<file path="src/rtl/exec_pkg.sv">
// Shared types and helpers for the execution unit: opcodes, FSM states,
// flag bit positions and the shift-class opcode test.
package exec_pkg;

  typedef enum logic [3:0] {
    OP_ADD = 4'd0,
    OP_SUB = 4'd1,
    OP_AND = 4'd2,
    OP_OR  = 4'd3,
    OP_XOR = 4'd4,
    OP_CMP = 4'd5,
    OP_MOV = 4'd6,
    OP_SLL = 4'd8,
    OP_ROL = 4'd9,
    OP_SRL = 4'd10,
    OP_SRA = 4'd11
  } op_e;

  typedef enum logic [1:0] {
    ST_IDLE  = 2'd0,
    ST_SHIFT = 2'd1,
    ST_DONE  = 2'd2
  } state_e;

  localparam int FLAG_S = 3;
  localparam int FLAG_Z = 2;
  localparam int FLAG_C = 1;
  localparam int FLAG_V = 0;

  // Opcodes 8..11 are exactly the shift/rotate group.
  function automatic logic is_shift(input logic [3:0] op);
    return (op[3:2] == 2'b10);
  endfunction

endpackage

</file>
<file path="src/rtl/exec_unit_alu_core.sv">
// Combinational ALU for the single-cycle ops; shift ops pass b through with
// C=0 so a zero-amount shift can complete on the same path.
module alu_core
  import exec_pkg::*;
#(
  parameter int WIDTH = 16
) (
  input  logic [3:0]       op_i,
  input  logic [WIDTH-1:0] a_i,
  input  logic [WIDTH-1:0] b_i,
  output logic [WIDTH-1:0] result_o,
  output logic [3:0]       flags_o,
  output logic             wr_o,
  output logic             legal_o
);

  logic [WIDTH:0] sum_s;
  logic [WIDTH:0] diff_s;
  logic           c_s;
  logic           v_s;

  assign sum_s  = {1'b0, a_i} + {1'b0, b_i};
  assign diff_s = {1'b0, a_i} - {1'b0, b_i};

  // Result, carry/overflow and write-enable selection per opcode.
  always_comb begin
    result_o = '0;
    c_s      = 1'b0;
    v_s      = 1'b0;
    wr_o     = 1'b1;
    legal_o  = 1'b1;
    case (op_e'(op_i))
      OP_ADD: begin
        result_o = sum_s[WIDTH-1:0];
        c_s      = sum_s[WIDTH];
        v_s      = ~(a_i[WIDTH-1] ^ b_i[WIDTH-1]) & (sum_s[WIDTH-1] ^ a_i[WIDTH-1]);
      end
      OP_SUB, OP_CMP: begin
        result_o = diff_s[WIDTH-1:0];
        c_s      = diff_s[WIDTH];
        v_s      = (a_i[WIDTH-1] ^ b_i[WIDTH-1]) & (diff_s[WIDTH-1] ^ a_i[WIDTH-1]);
        if (op_e'(op_i) == OP_CMP) begin
          wr_o = 1'b0;
        end else begin
          wr_o = 1'b1;
        end
      end
      OP_AND: result_o = a_i & b_i;
      OP_OR:  result_o = a_i | b_i;
      OP_XOR: result_o = a_i ^ b_i;
      OP_MOV, OP_SLL, OP_ROL, OP_SRL, OP_SRA: result_o = b_i;
      default: begin
        legal_o = 1'b0;
        wr_o    = 1'b0;
      end
    endcase
    flags_o         = '0;
    flags_o[FLAG_S] = result_o[WIDTH-1];
    flags_o[FLAG_Z] = ~|result_o;
    flags_o[FLAG_C] = c_s;
    flags_o[FLAG_V] = v_s;
  end

endmodule

</file>
<file path="src/rtl/exec_unit.sv">
// Execution unit: accepts one op at a time, finishes ALU ops in one cycle and
// shift/rotate ops one bit per cycle, then pulses out_valid for one cycle.
module exec_unit
  import exec_pkg::*;
#(
  parameter int WIDTH = 16
) (
  input  logic             clock,
  input  logic             reset,
  input  logic             in_valid,
  output logic             in_ready,
  input  logic [3:0]       op,
  input  logic [WIDTH-1:0] a,
  input  logic [WIDTH-1:0] b,
  input  logic [3:0]       shamt,
  output logic             out_valid,
  output logic             wb_en,
  output logic [WIDTH-1:0] wb_data,
  output logic [3:0]       flags,
  output logic             illegal
);

  state_e           state_q, state_d;
  logic [3:0]       op_q, op_d;
  logic [3:0]       cnt_q, cnt_d;
  logic [WIDTH-1:0] work_q, work_d;
  logic             in_ready_q, in_ready_d;
  logic             out_valid_q, out_valid_d;
  logic             wb_en_q, wb_en_d;
  logic             illegal_q, illegal_d;
  logic [WIDTH-1:0] wb_data_q, wb_data_d;
  logic [3:0]       flags_q, flags_d;

  logic [WIDTH-1:0] alu_res_s;
  logic [3:0]       alu_flags_s;
  logic             alu_wr_s;
  logic             alu_legal_s;
  logic [WIDTH-1:0] step_s;
  logic             step_c_s;

  alu_core #(.WIDTH(WIDTH)) u_alu (
    .op_i     (op),
    .a_i      (a),
    .b_i      (b),
    .result_o (alu_res_s),
    .flags_o  (alu_flags_s),
    .wr_o     (alu_wr_s),
    .legal_o  (alu_legal_s)
  );

  // One-bit shift/rotate step of the working value, with the bit moved out.
  always_comb begin
    step_s   = work_q;
    step_c_s = 1'b0;
    case (op_e'(op_q))
      OP_SLL: begin step_s = {work_q[WIDTH-2:0], 1'b0};            step_c_s = work_q[WIDTH-1]; end
      OP_ROL: begin step_s = {work_q[WIDTH-2:0], work_q[WIDTH-1]}; step_c_s = work_q[WIDTH-1]; end
      OP_SRL: begin step_s = {1'b0, work_q[WIDTH-1:1]};            step_c_s = work_q[0];       end
      OP_SRA: begin step_s = {work_q[WIDTH-1], work_q[WIDTH-1:1]}; step_c_s = work_q[0];       end
      default: begin step_s = work_q; step_c_s = 1'b0; end
    endcase
  end

  // FSM next state plus next values of every registered output.
  always_comb begin
    state_d     = state_q;
    op_d        = op_q;
    cnt_d       = cnt_q;
    work_d      = work_q;
    in_ready_d  = 1'b0;
    out_valid_d = 1'b0;
    wb_en_d     = 1'b0;
    illegal_d   = 1'b0;
    wb_data_d   = wb_data_q;
    flags_d     = flags_q;
    case (state_q)
      ST_IDLE: begin
        in_ready_d = 1'b1;
        if (in_valid && in_ready_q) begin
          in_ready_d = 1'b0;
          op_d       = op;
          work_d     = b;
          if (is_shift(op) && (shamt != 4'd0)) begin
            state_d = ST_SHIFT;
            cnt_d   = shamt;
          end else begin
            state_d     = ST_DONE;
            cnt_d       = 4'd0;
            out_valid_d = 1'b1;
            illegal_d   = ~alu_legal_s;
            wb_en_d     = alu_wr_s;
            if (alu_legal_s) begin
              flags_d = alu_flags_s;
            end else begin
              flags_d = flags_q;
            end
            if (alu_wr_s) begin
              wb_data_d = alu_res_s;
            end else begin
              wb_data_d = wb_data_q;
            end
          end
        end else begin
          state_d = ST_IDLE;
        end
      end
      ST_SHIFT: begin
        work_d = step_s;
        cnt_d  = cnt_q - 4'd1;
        if (cnt_q == 4'd1) begin
          state_d         = ST_DONE;
          out_valid_d     = 1'b1;
          wb_en_d         = 1'b1;
          wb_data_d       = step_s;
          flags_d         = '0;
          flags_d[FLAG_S] = step_s[WIDTH-1];
          flags_d[FLAG_Z] = ~|step_s;
          flags_d[FLAG_C] = step_c_s;
        end else begin
          state_d = ST_SHIFT;
        end
      end
      ST_DONE: begin
        state_d    = ST_IDLE;
        in_ready_d = 1'b1;
      end
      default: begin
        state_d    = ST_IDLE;
        in_ready_d = 1'b1;
      end
    endcase
  end

  // State and output registers; reset abandons any operation in flight.
  always_ff @(posedge clock or posedge reset) begin
    if (reset) begin
      state_q     <= ST_IDLE;
      op_q        <= 4'd0;
      cnt_q       <= 4'd0;
      work_q      <= '0;
      in_ready_q  <= 1'b1;
      out_valid_q <= 1'b0;
      wb_en_q     <= 1'b0;
      illegal_q   <= 1'b0;
      wb_data_q   <= '0;
      flags_q     <= 4'd0;
    end else begin
      state_q     <= state_d;
      op_q        <= op_d;
      cnt_q       <= cnt_d;
      work_q      <= work_d;
      in_ready_q  <= in_ready_d;
      out_valid_q <= out_valid_d;
      wb_en_q     <= wb_en_d;
      illegal_q   <= illegal_d;
      wb_data_q   <= wb_data_d;
      flags_q     <= flags_d;
    end
  end

  assign in_ready  = in_ready_q;
  assign out_valid = out_valid_q;
  assign wb_en     = wb_en_q;
  assign illegal   = illegal_q;
  assign wb_data   = wb_data_q;
  assign flags     = flags_q;

endmodule

</file>
<file path="config.mk">
export PLATFORM = sky130hd
export DESIGN_NAME = exec_unit
export DESIGN_NICKNAME = d
export VERILOG_FILES = /design/src/rtl/exec_pkg.sv /design/src/rtl/exec_unit_alu_core.sv /design/src/rtl/exec_unit.sv
export SDC_FILE = /design/constraint.sdc
export NUM_CORES = 1
export LEC_CHECK = 0
export ABC_AREA = 1
export CORE_ASPECT_RATIO = 1.2
export CORE_MARGIN = 2
export CORE_UTILIZATION = 63
export DETAILED_ROUTE_END_ITERATION = 12
export PLACE_DENSITY = 0.88
export SYNTH_ARGS = -nofsm -noshare
export SYNTH_HDL_FRONTEND = slang
export SYNTH_HIERARCHICAL = 1
export SYNTH_SLANG_ARGS = --single-unit
</file>
<file path="constraint.sdc">
create_clock -name clock -period 3 [get_ports clock]
set_input_delay 0.45 -clock clock [delete_from_list [all_inputs] [get_ports clock]]
set_output_delay 0.45 -clock clock [all_outputs]
set_load 0.05 [all_outputs]
</file>
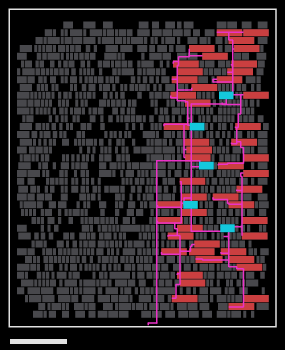
(run_1/clock_map.png)
Scale bar: 20 um.
clock wires -> magenta  # length 528 um
flip-flops -> red  # count 49
cells driving clock nets -> cyan  # count 5
routed clock nets = 6

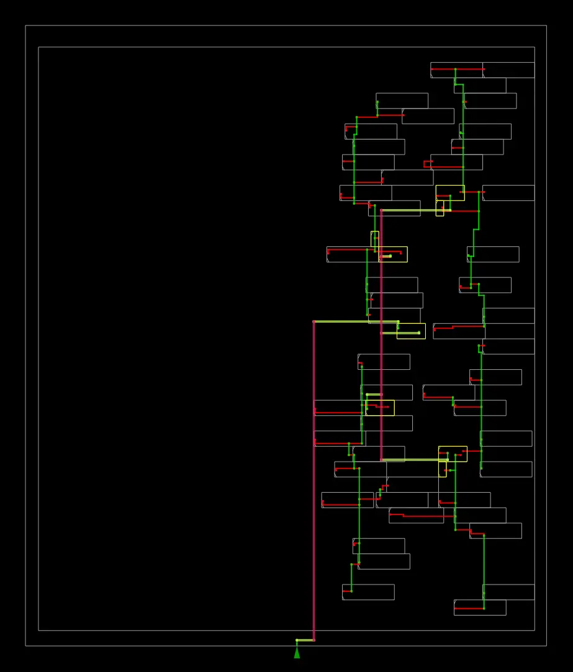
(run_1/final_clocks.png)
worst skew pair latency: 300 ps
setup skew after layout: 4.01 ps

==> out/metrics.yaml, run 1 <==
timing:
  timing.final.hold_violations: 0
  slew-limit-headroom: 0.659
  post-route-worst-setup-slack_ps: 168
  rsz_0062_raised_after_global_routing: "no"
  worst_pin_slew_ps: 509
  report.final.slew_viol_count: 0
place:
  placement.cell_area_sq_um: 7170
  io_buffers: 66
finish:
  lay_top_cells: "sky130_fd_sc_hd__nand2_1, sky130_fd_sc_hd__inv_1, sky130_fd_sc_hd__nand3_1"
  layout.filler_cells: 701
  seqAreaFraction: 0.169
  nClkBuffers: 8
  layout-drive-gt1-share: 0.142
  final_design_area_no_fill_sq_um: 7250
  final.signal_buffer_count: 164
  layout-area-overhead-vs-synth_pct: 23.0
  logic_gate_count: 715
setup_path:
  wp_data_arrival_ps: 3060
  crit_buf_inv: 2
  worstPathRequired_ps: 3220
  timing.critical_path.from_type: "primary input"
  max_stage_delay_ps: 500
  dominant_delay_contributor_by_cell_family_on_the_critical_path: "simple AND/OR/NAND/NOR gates"
route:
  drtAntennaViolNets: 0
  drc: 0
  wire_per_inst_um: 15.8
  finalWirelength_mm: 18.9
  routed-via-count: 6919
  route.detailed.vias_per_inst: 5.76
  tritonroute_pass_1_iters: 7
floorplan:
  pin_count: 67
  floorplan.core_util: 0.649
  chip_area_sq_um: 10100
cts:
  cts_tree: "done"
  cts.hold.buffers_added: 0
  cts_root_buffer: "sky130_fd_sc_hd__clkbuf_8"
power:
  power.combinational.fraction: 0.661
  pwr.group.combinational_mw: 3.23
  pwr_density_cell_nw_per_um2: 674
  power.largest_group: "combinational cells"
global_route:
  maximum_number_of_pins_on_one_net_before_global_route_repair: 41
  first_global_vias: 6526
yosys:
  yosysChipArea_sq_um: 5890
  synth_flops: 49
outcome:
  outcome: "finished, final reports clean"
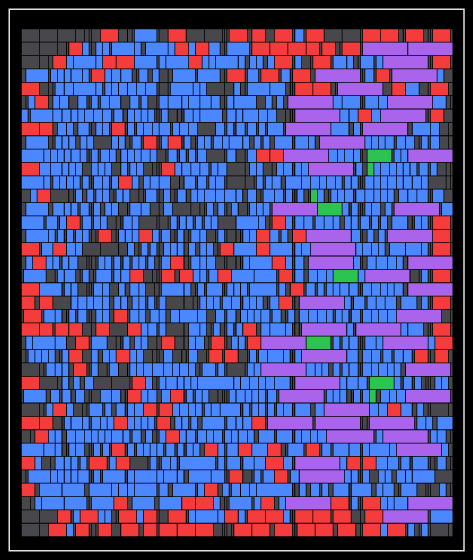
(run_1/cell_classes.png)
Fill, decap, tap and diode cells in grey.
flip-flops -> purple  # cells 49
clock drivers and dummy loads -> green  # cells 8
all other logic -> blue  # cells 860
other buffers and delay cells -> red  # cells 164

run 1: flip-flops by register name, summed over array words and instances, names as in the netlist:
| signal | flops |
|---|---|
| wb_data | 16 |
| work_q | 16 |
| cnt_q | 4 |
| flags | 4 |
| op_q | 4 |
| illegal | 1 |
| in_ready | 1 |
| out_valid | 1 |
| state_q | 1 |
| wb_en | 1 |
run 1: synth_stat cells (all sizes together):
library cell	count
o22ai	18
a21oi	62
o21ai	44
nor2	120
nand3b	3
o21bai	2
nand3	128
o21a	5
nand4	21
xnor2	1
buf	32
nor3	5
ha	52
o2111ai	1
a31oi	2
nand2	236
a221oi	1
dfstp	1
o31ai	2
a211oi	1
xor2	3
inv	145
mux2i	1
or2	1
o221ai	1
a21o	1
clkbuf	7
and2	2
fa	2
dfrtp	48
run 1: path summary, 6_finish.rpt:
path	startpoint	end	slack (ps)	cells past startpoint
max in group asynchronous	reset	in_ready	2010	3
worst min register to register	flags[3]	flags[3]	490	1
worst max-delay path	b[5]	flags[2]	170	16
min in group clock	flags[3]	flags[3]	490	1
worst min-delay path	reset	wb_data[14]	370	2
worst max register to register	out_valid	wb_data[14]	780	8
run 1: cell families (layout without fill, tap and decap cells):
group | after synthesis | count (layout) | share of synthesized area
multiplexers | 1 | 1 | 0.00170
AND-OR/OR-AND | 140 | 140 | 0.144
XOR/XNOR | 4 | 4 | 0.00595
AND/OR/NAND/NOR | 516 | 516 | 0.383
buffers and inverters | 184 | 317 | 0.139
flip-flops | 49 | 49 | 0.208
adder cells (fa/ha/maj) | 54 | 54 | 0.117
run 1: metrics by stage:
| stage | TNS (ps) | std cells |
|---|---|---|
| after floorplan | 0 | 948 |
| after CTS | 0 | 1201 |
| after global placement | -11.8 | 1193 |
| after detailed placement | -136 | 1193 |
| after global routing | 0 | 1201 |
| final | 0 | 1201 |
--- run 2 (diff from run 1) ---
--- a/config.mk
+++ b/config.mk
@@ -5,12 +5,12 @@
 export SDC_FILE = /design/constraint.sdc
 export NUM_CORES = 1
 export LEC_CHECK = 0
-export ABC_AREA = 1
 export CORE_ASPECT_RATIO = 1.2
-export CORE_MARGIN = 2
-export CORE_UTILIZATION = 63
+export CORE_MARGIN = 3
+export CORE_UTILIZATION = 62
 export DETAILED_ROUTE_END_ITERATION = 12
 export PLACE_DENSITY = 0.88
+export SETUP_SLACK_MARGIN = 0.2
 export SYNTH_ARGS = -nofsm -noshare
 export SYNTH_HDL_FRONTEND = slang
 export SYNTH_HIERARCHICAL = 1
==> run 2 against run 1 <==
Against the previous run: the flow now stops in clock tree synthesis; area after synthesis down 6.9%; synthesized cell count is 23% lower.
==> out/metrics.yaml, run 2 <==
outcome:
  outcome: "did not finish"
  haltStage: "clock tree synthesis"
  error_line: "[ERROR DPL-0033] detailed placement checks failed during check placement."
floorplan:
  floorplan.core_util: 0.654
  die.size.y_um: 109
  pin_count: 67
yosys:
  yosysSeqAreaShare: 0.224
  common_cells: "sky130_fd_sc_hd__a21oi_1, sky130_fd_sc_hd__nor2_1, sky130_fd_sc_hd__inv_1"
  synth_simple_gate_area_share: 0.217
  synth_flops: 49
  ys_cells: 734
  synthesis.instances: 734
  complex_gate_fraction_of_the_synthesized_area: 0.290
  synthesis.area_sq_um: 5480
  asyncSetResetFlopFracSynth: 1.00
  logic_family: "AND-OR/OR-AND gates"
  xor_share: 0.00160
  synthMostInstantiatedCell: "sky130_fd_sc_hd__a21oi_1"
  synth-main-ff-cell: "sky130_fd_sc_hd__dfrtp_1"
  synth-edff-count: 0
  post_synthesis_mux_area_share: 0.0639
  yosysChipArea_sq_um: 5480
  synth_adder_area_share: 0.126
  postSynthAreaPerCell_sq_um: 7.47
cts:
  cts.hold.buffers_added: 0
  numCtsBuffers: 5
  cts_repair_resize_count: 191
  cts_root_buffer: "sky130_fd_sc_hd__clkbuf_8"
  post_cts_buffers: 23
place:
  placement.cell_area_sq_um: 7460
  place_worst_setup_slack_ps: -727
  io_buffers: 66
  hpwlAfterDp_mm: 17.7
run 2: per-stage QoR:
step	utilization	cells	hold WS, ps
floorplan	-	734	481
global placement	0.890	1041	491
detailed placement	0.890	1041	506
run 2: cell families after synthesis:
| group | count (synthesis) |
|---|---|
| AOI/OAI and AO/OA | 252 |
| xor gates and xnor gates | 1 |
| adders and majority gates | 54 |
| buffers and inverters | 102 |
| DFF | 49 |
| muxes | 33 |
| and+or+nand+nor | 243 |
--- run 3 (diff from run 2) ---
--- a/config.mk
+++ b/config.mk
@@ -5,12 +5,10 @@
 export SDC_FILE = /design/constraint.sdc
 export NUM_CORES = 1
 export LEC_CHECK = 0
-export CORE_ASPECT_RATIO = 1.2
 export CORE_MARGIN = 3
-export CORE_UTILIZATION = 62
+export CORE_UTILIZATION = 40
 export DETAILED_ROUTE_END_ITERATION = 12
-export PLACE_DENSITY = 0.88
-export SETUP_SLACK_MARGIN = 0.2
+export PLACE_DENSITY_LB_ADDON = 0.15
 export SYNTH_ARGS = -nofsm -noshare
 export SYNTH_HDL_FRONTEND = slang
 export SYNTH_HIERARCHICAL = 1
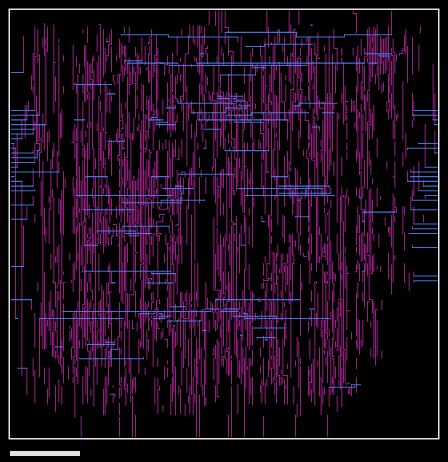
(run_3/metal_stack.png)
Scale bar: 20 um. Only two layers are drawn.
met3 -> blue  # wire length 1190 um
met2 -> magenta  # wire length 10000 um

==> run 3 against run 2 <==
Against the previous run: the flow now finishes without violations; area after synthesis did not move; synthesized cell count is the same.
==> out/metrics.yaml, run 3 <==
route:
  wire_per_inst_um: 18.4
  route.detailed.vias_per_inst: 5.63
  finalWirelength_mm: 21.4
setup_path:
  crit_buf_inv: 3
  reg2reg_depth: 6
  dominant_delay_contributor_by_cell_family_on_the_critical_path: "simple AND/OR/NAND/NOR gates"
  cp_num_cells: 14
yosys:
  logic_family: "AND-OR/OR-AND gates"
  xor_share: 0.00160
  synthesis.instances: 734
  synth_simple_gate_area_share: 0.217
  synthMostInstantiatedCell: "sky130_fd_sc_hd__a21oi_1"
  synth_flops: 49
  asyncSetResetFlopFracSynth: 1.00
  synth_adder_area_share: 0.126
  yosysChipArea_sq_um: 5480
finish:
  layout-area-overhead-vs-synth_pct: 58.0
  lay_top_cells: "sky130_fd_sc_hd__buf_4, sky130_fd_sc_hd__a21oi_1, sky130_fd_sc_hd__nor2_1"
  layout-drive-gt1-share: 0.372
timing:
  report.final.slew_viol_count: 0
  finalClockSkew_ps: 6.42
  timing.final.hold_violations: 0
floorplan:
  die.size.y_um: 123
  pin_count: 67
global_route:
  maximum_number_of_pins_on_one_net_before_global_route_repair: 52
cts:
  numCtsBuffers: 5
  cts_root_buffer: "sky130_fd_sc_hd__clkbuf_16"
outcome:
  outcome: "finished, final reports clean"
==> run 3: cell counts after synthesis <==
No cell type changed its count.
==> run 3: through the flow <==
step                setup WS [ps]  instance area [sq um]  instances  utilization  TNS (ps)
finish                       37.3                   8660       1162        0.651         0
global route                 -123                   8660       1162        0.651      -133
CTS                         0.129                   8330       1153        0.627         0
detailed placement           -770                   7680       1129        0.577     -7620
global placement             -820                   7680       1129        0.577     -7410
floorplan                    78.5                   5490        734            -         0
==> run 3: timing repair <==
item | 4_1_cts | 5_1_grt
resized | 109 | 81
hold buffers | 0 | 0
pin swaps | 34 | 49
setup endpoints to repair | 14 | 11
buffers inserted | 17 | 9
==> run 3: layer usage <==
metal,vias to the layer above,share of wire,global-route usage,routed length [um]
li1,3163,-,-,-
met1,3104,0.45,0.382,9530
met2,238,0.47,0.474,10000
met3,41,0.056,0.0421,1190
met4,0,0.030,0.0782,641
met5,-,0,0,0
==> run 3: layout make-up <==
cell class	instances	area, sq um
fillers	1167	4640
multi-input cells	583	4480
repair buffers	290	2380
flip-flops and latches	49	1230
well taps	176	220
inverters	56	213
clock buffers	5	125
clock inverters	3	17.5
==> run 3: worst paths after layout <==
check | from | to | slack, ps
worst max-delay path | b[0] | flags[2] | 40
worst min-delay path | reset | wb_data[10] | 480
worst max register to register | op_q[3] | flags[2] | 80
worst min register to register | work_q[1] | work_q[1] | 530
max in group asynchronous | reset | in_ready | 1850
min in group clock | work_q[1] | work_q[1] | 530
==> run 3: power by group through the flow <==
stage          clock (mW)  sequential, mW  combinational [mW]
2_1_floorplan           0            1.72                1.53
3_3_place_gp            0            1.26                3.09
3_5_place_dp            0            1.27                3.15
4_1_cts             0.565            1.27                3.26
5_1_grt             0.591            1.32                3.64
6_report            0.559            1.28                3.36
==> run_3/registers.png <==
Scale bar: 20 um. Other sequential cells in the stronger grey, the rest of the logic in the fainter grey.
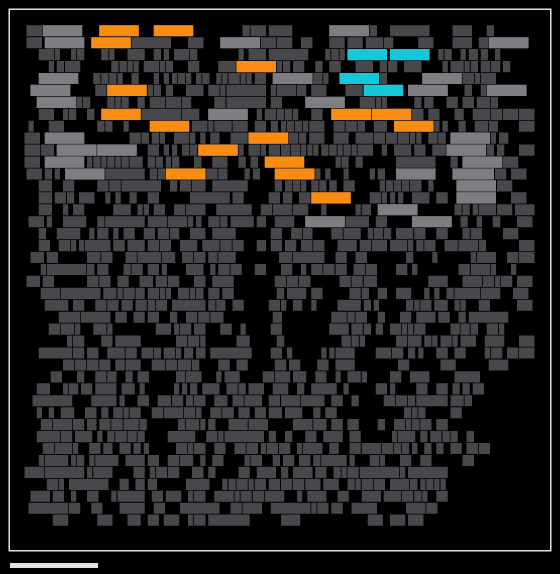

--- run 4 (diff from run 3) ---
--- a/config.mk
+++ b/config.mk
@@ -9,6 +9,7 @@
 export CORE_UTILIZATION = 40
 export DETAILED_ROUTE_END_ITERATION = 12
 export PLACE_DENSITY_LB_ADDON = 0.15
+export SLEW_MARGIN = 40
 export SYNTH_ARGS = -nofsm -noshare
 export SYNTH_HDL_FRONTEND = slang
 export SYNTH_HIERARCHICAL = 1
==> constraint.sdc (replaced) <==
create_clock -name clock -period 3 [get_ports clock]
set_input_delay 0.45 -clock clock [delete_from_list [all_inputs] [get_ports clock]]
set_output_delay 0.45 -clock clock [all_outputs]
set_load 0.1 [all_outputs]
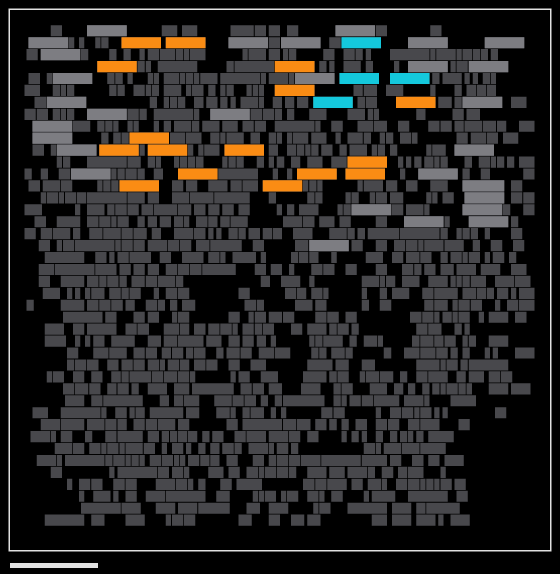
(run_4/registers.png)
Scale bar: 20 um. Other sequential cells in the stronger grey, the rest of the logic in the fainter grey.
op_q -> cyan  # placed flops 4
work_q -> orange  # placed flops 16

==> run 4 against run 3 <==
Against the previous run: first-iteration DRC count grew 9.2%; count of clock-buffer cells in the layout up 3; non-clock buffer count down 1; area after synthesis unchanged; clock skew is essentially flat; global-route usage decreased by 0.31 points; wire length rose by 3.3%; critical path depth decreased by 1; combinational power grew 17%; largest power group unchanged.
==> out/metrics.yaml, run 4 <==
outcome:
  outcome: "finished, final reports clean"
cts:
  cts.hold.buffers_added: 0
  cts_tree: "done"
  clk_latency_ps: 290
  numCtsBuffers: 5
  cts_root_buffer: "sky130_fd_sc_hd__clkbuf_16"
yosys:
  yosysChipArea_sq_um: 5480
  postSynthAreaPerCell_sq_um: 7.47
  yosysSeqAreaShare: 0.224
  ys_cells: 734
  synthesis.instances: 734
  synth_flops: 49
setup_path:
  critPathLaunch: "a[2]"
  dominant_delay_contributor_by_cell_family_on_the_critical_path: "simple AND/OR/NAND/NOR gates"
  cp_num_cells: 13
  timing.critical_path.from_type: "primary input"
  reg2reg_depth: 6
  reg2reg_capture_point: "flags[2]"
place:
  io_buffers: 66
  hpwlAfterDp_mm: 17.0
  place_worst_setup_slack_ps: -786
timing:
  post-route-worst-setup-slack_ps: 101
power:
  pwr_density_cell_nw_per_um2: 661
route:
  tritonroute_pass_1_iters: 5
  drc: 0
  drtAntennaViolNets: 0
  wire_per_inst_um: 19.1
finish:
  layout-area-overhead-vs-synth_pct: 59.1
  multi_input_comb_area_sq_um: 4570
  layout-drive-gt1-share: 0.417
floorplan:
  floorplan.core_util: 0.412
  pin_count: 67
  die.size.y_um: 123
  chip_area_sq_um: 15100
-- run 4: through the flow --
step	instance area (sq um)	std cells	hold slack, ps	TNS, ps	util
floorplan	5490	734	481	0	-
global route	8720	1161	512	-30.5	0.656
detailed placement	7570	1125	497	-7880	0.570
finish	8720	1161	476	0	0.656
global placement	7570	1125	494	-7180	0.570
CTS	8100	1146	489	0	0.609
-- run 4: per-layer routing --
layer / up-vias / wire length, um / global-route usage
met5: - / 0 / 0
met4: 0 / 680 / 0.0768
met3: 65 / 1420 / 0.0352
met2: 309 / 10600 / 0.478
met1: 3162 / 9430 / 0.375
li1: 3153 / - / -
-- run 4: cells by family after synthesis --
family | after synthesis | share of synthesized area
AND/OR/NAND/NOR | 243 | 0.217
adder cells (fa/ha/maj) | 54 | 0.126
XOR/XNOR | 1 | 0.00160
multiplexers | 33 | 0.0639
flip-flops | 49 | 0.224
buffers and inverters | 102 | 0.0776
AND-OR/OR-AND | 252 | 0.290
-- run 4: cell type report --
type,instances,area share
sequential,49,0.141
timing repair buffer,289,0.269
clock buffer,8,0.0156
tap,176,0.0253
inverter,56,0.0254
multi-input combinational,583,0.524
-- run 4: worst min-delay path by stage --
stage	to	slack (ps)	startpoint	depth (start not counted)
2_1_floorplan	work_q[5]	480	work_q[5]	2
3_3_place_gp	wb_data[0]	490	wb_data[0]	1
3_5_place_dp	wb_data[0]	500	wb_data[0]	1
4_1_cts	wb_data[2]	490	reset	2
5_1_grt	wb_data[2]	510	reset	2
6_report	wb_data[2]	480	reset	2
-- run 4: repair_timing --
action                     CTS  global route
resized                    104           150
pin swaps                   31            51
setup endpoints to repair   13             9
setup buffers               13            15
-- run 4: power by group --
part | switching, mW | leakage, nW | internal, mW
logic | 2.59 | 3.34 | 1.34
clock network | 0.243 | 0.0652 | 0.311
registers | 0.292 | 0.591 | 0.989
Power and IR drop assume default switching activity.
